clk_routes.png
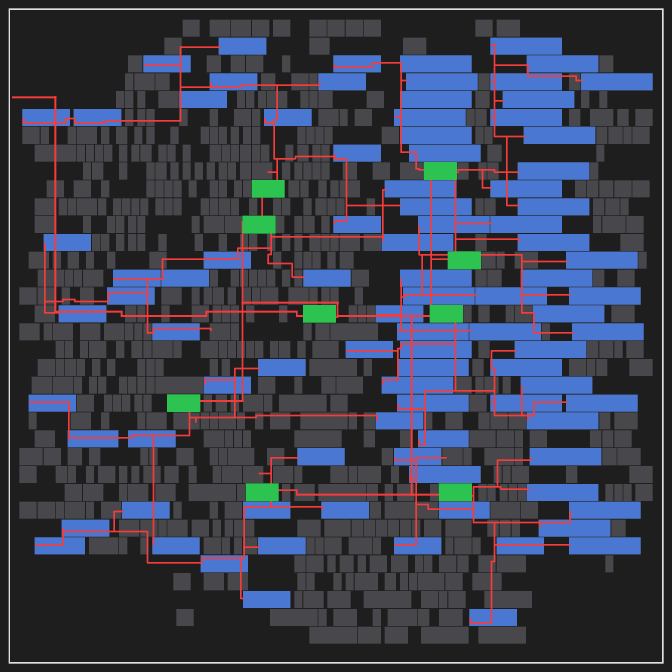
layer_met4.png
The bar under the picture is 20 um long.
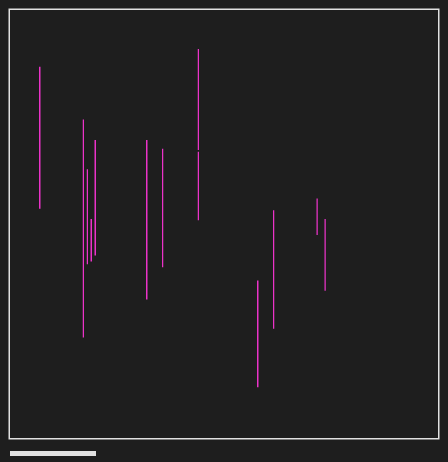
--- src/rtl/pifo_dequeue_ctrl.sv ---
// ---------------------------------------------------------------------------
// pifo_dequeue_ctrl
//
// Pulls buffer addresses off the head of a PIFO calendar and hands them to
// the packet-buffer reader through a small output FIFO with an AXI-Stream
// style handshake.
//
// A three-state FSM (DISABLED / RUN / DRAIN) decides whether popping is
// allowed. Popping happens only in RUN, while enabled and not paused, when
// the calendar head is valid and the FIFO has room. Words already in the
// FIFO keep flowing out in every state, so a disable or pause stops new pops
// but never strands queued addresses.
//
// Ports
//   clk             sole clock, rising edge
//   rst             synchronous active-high reset
//   s_head_addr     buffer address of the calendar head element
//   s_head_valid    calendar head holds a valid entry
//   m_pop_en        pop request to the calendar (one pop per asserted cycle)
//   in_pause        hold popping (CPU-write path)
//   in_enable       dequeue enable
//   m_axis_tdata    oldest queued buffer address
//   m_axis_tvalid   m_axis_tdata is valid (FIFO not empty)
//   m_axis_tready   consumer accepts the current word
//   out_drained     FSM is DISABLED and the FIFO is empty
//   out_fifo_level  current FIFO occupancy, 0..OUT_FIFO_DEPTH
//   stat_pop_count  saturating count of pops since reset or clear
//   stat_clear      clear stat_pop_count (wins over a same-cycle pop)
// ---------------------------------------------------------------------------
module pifo_dequeue_ctrl #(
  parameter int BUFFER_ADDR_WIDTH  = 12,
  parameter int OUT_FIFO_DEPTH     = 4,
  parameter int OUT_FIFO_PTR_WIDTH = 2
) (
  input  logic                          clk,
  input  logic                          rst,
  input  logic [BUFFER_ADDR_WIDTH-1:0]  s_head_addr,
  input  logic                          s_head_valid,
  output logic                          m_pop_en,
  input  logic                          in_pause,
  input  logic                          in_enable,
  output logic [BUFFER_ADDR_WIDTH-1:0]  m_axis_tdata,
  output logic                          m_axis_tvalid,
  input  logic                          m_axis_tready,
  output logic                          out_drained,
  output logic [OUT_FIFO_PTR_WIDTH:0]   out_fifo_level,
  output logic [31:0]                   stat_pop_count,
  input  logic                          stat_clear
);

  typedef enum logic [1:0] {
    DISABLED = 2'd0,
    RUN      = 2'd1,
    DRAIN    = 2'd2
  } state_t;

  localparam logic [OUT_FIFO_PTR_WIDTH:0] FIFO_FULL_COUNT =
    (OUT_FIFO_PTR_WIDTH+1)'(OUT_FIFO_DEPTH);

  state_t state_reg;
  state_t state_next;

  logic [OUT_FIFO_PTR_WIDTH-1:0] wr_ptr_reg;
  logic [OUT_FIFO_PTR_WIDTH-1:0] rd_ptr_reg;
  logic [OUT_FIFO_PTR_WIDTH:0]   count_reg;
  logic [OUT_FIFO_PTR_WIDTH:0]   count_next;

  // Small register-file FIFO: the oldest word must be visible on the same
  // cycle it becomes valid, so the read side is an asynchronous mux rather
  // than a registered RAM read.
  logic [BUFFER_ADDR_WIDTH-1:0]  fifo_mem_reg [OUT_FIFO_DEPTH];
  logic [OUT_FIFO_DEPTH-1:0]     entry_we;

  logic [31:0] stat_pop_count_reg;

  logic fifo_full;
  logic fifo_empty;
  logic fifo_wr;
  logic fifo_rd;
  logic tvalid_int;

  // -------------------------------------------------------------------------
  // Status and handshake
  // -------------------------------------------------------------------------
  assign fifo_full  = (count_reg == FIFO_FULL_COUNT);
  assign fifo_empty = (count_reg == '0);

  // Gating with rst keeps outputs at their reset values during the reset
  // cycle itself, so nothing is handed out while entries are being thrown
  // away.
  assign tvalid_int = !fifo_empty && !rst;
  assign fifo_rd    = tvalid_int && m_axis_tready;

  // Full blocks popping on the registered count even if a handshake frees
  // a slot this cycle; this keeps s_head_valid -> m_pop_en free of any path
  // through m_axis_tready.
  assign m_pop_en = !rst && (state_reg == RUN) && in_enable && !in_pause &&
                    s_head_valid && !fifo_full;
  assign fifo_wr  = m_pop_en;

  // -------------------------------------------------------------------------
  // FSM
  // -------------------------------------------------------------------------
  always_ff @(posedge clk) begin
    if (rst) begin
      state_reg <= DISABLED;
    end else begin
      state_reg <= state_next;
    end
  end

  always_comb begin
    state_next = state_reg;
    unique case (state_reg)
      DISABLED: begin
        if (in_enable) begin
          state_next = RUN;
        end
      end
      RUN: begin
        if (!in_enable) begin
          state_next = DRAIN;
        end
      end
      DRAIN: begin
        if (in_enable) begin
          state_next = RUN;
        end else if (fifo_empty && !fifo_wr) begin
          state_next = DISABLED;
        end
      end
      default: state_next = DISABLED;
    endcase
  end

  // -------------------------------------------------------------------------
  // FIFO storage: one write-enable per entry decoded from the write pointer
  // -------------------------------------------------------------------------
  generate
    for (genvar gi = 0; gi < OUT_FIFO_DEPTH; gi++) begin : g_entry_we
      assign entry_we[gi] = fifo_wr &&
                            (wr_ptr_reg == OUT_FIFO_PTR_WIDTH'(gi));
    end
  endgenerate

  always_ff @(posedge clk) begin
    for (int i = 0; i < OUT_FIFO_DEPTH; i++) begin
      if (entry_we[i]) begin
        fifo_mem_reg[i] <= s_head_addr;
      end
    end
  end

  // -------------------------------------------------------------------------
  // FIFO pointers and occupancy. Depth is a power of two, so the pointers
  // wrap naturally at their width.
  // -------------------------------------------------------------------------
  always_comb begin
    count_next = count_reg;
    unique case ({fifo_wr, fifo_rd})
      2'b10:   count_next = count_reg + 1'b1;
      2'b01:   count_next = count_reg - 1'b1;
      default: count_next = count_reg;
    endcase
  end

  always_ff @(posedge clk) begin
    if (rst) begin
      wr_ptr_reg <= '0;
      rd_ptr_reg <= '0;
      count_reg  <= '0;
    end else begin
      if (fifo_wr) begin
        wr_ptr_reg <= wr_ptr_reg + 1'b1;
      end
      if (fifo_rd) begin
        rd_ptr_reg <= rd_ptr_reg + 1'b1;
      end
      count_reg <= count_next;
    end
  end

  // -------------------------------------------------------------------------
  // Pop statistics: saturating, clear has priority over a same-cycle pop
  // -------------------------------------------------------------------------
  always_ff @(posedge clk) begin
    if (rst || stat_clear) begin
      stat_pop_count_reg <= '0;
    end else if (m_pop_en && (stat_pop_count_reg != 32'hFFFF_FFFF)) begin
      stat_pop_count_reg <= stat_pop_count_reg + 32'd1;
    end
  end

  // -------------------------------------------------------------------------
  // Outputs
  // -------------------------------------------------------------------------
  assign m_axis_tvalid  = tvalid_int;
  assign m_axis_tdata   = fifo_mem_reg[rd_ptr_reg];
  assign out_fifo_level = rst ? '0 : count_reg;
  assign out_drained    = rst || ((state_reg == DISABLED) && fifo_empty);
  assign stat_pop_count = stat_pop_count_reg;

endmodule

--- config.mk ---
export PLATFORM = sky130hd
export DESIGN_NAME = pifo_dequeue_ctrl
export DESIGN_NICKNAME = d
export VERILOG_FILES = /design/src/rtl/pifo_dequeue_ctrl.sv
export SDC_FILE = /design/constraint.sdc
export NUM_CORES = 1
export LEC_CHECK = 0
export ABC_AREA = 1
export CORE_UTILIZATION = 49
export CTS_CLUSTER_DIAMETER = 120
export DETAILED_ROUTE_END_ITERATION = 10
export GPL_TIMING_DRIVEN = 1
export PLACE_DENSITY = 0.76
export RECOVER_POWER = 25
export SYNTH_ARGS = -nofsm -noshare
export SYNTH_HDL_FRONTEND = slang
export SYNTH_SLANG_ARGS = --single-unit
--- constraint.sdc ---
create_clock -name clk -period 2.01 [get_ports clk]
set_input_delay 0.402 -clock clk [delete_from_list [all_inputs] [get_ports clk]]
set_output_delay 0.402 -clock clk [all_outputs]
set_load 0.05 [all_outputs]
==> summary.txt <==
run metrics: Dominant Register Cell edfxtp_1, WP data arrival about 2200 ps, Area Growth Syn to Fin 28.38%, TritonCTS clock tree built, Final Util 0.6480, largest net degree at the start of global routing 32, VDD IR max approximately 0.32 mV, layout filler cell count 779, clock group share of total power 0.361, Hold Slack between 400 and 500 ps, clk slew on worst S/H paths 90 ps, Final period util 0.9740, asr flop ratio synth 0, number of gates resized after CTS 9, sequential cell area 0.002307 mm^2, # clock sinks 91, sw frac 0.2441, Internal 2.486 mW, # Taps 111, max reg flops around 48, Yosys top cell by instances nand2_1, comb pwr around 150 uW, Lkg Pwr roughly 2.3 nW, Signal buffers 120, Synth area leader edfxtp_1, combinational share of power 0.044, status finished clean, power per standard cell area 552.0 mW/mm^2, cells in synth_stat.txt 559
About clk_routes.png:
[blue] flip-flops | count: 91
[red] clock wires | length: 1,100 um
[green] clock drivers | count: 9
routed clock nets: 10
flops lie: widely spread

About layer_met4.png:
share of all routed wire: 2.9%
longest straight run: 50.3 um
main direction: vertical
nets with wire on the layer: 11

Power is estimated from default activity; no workload was simulated.
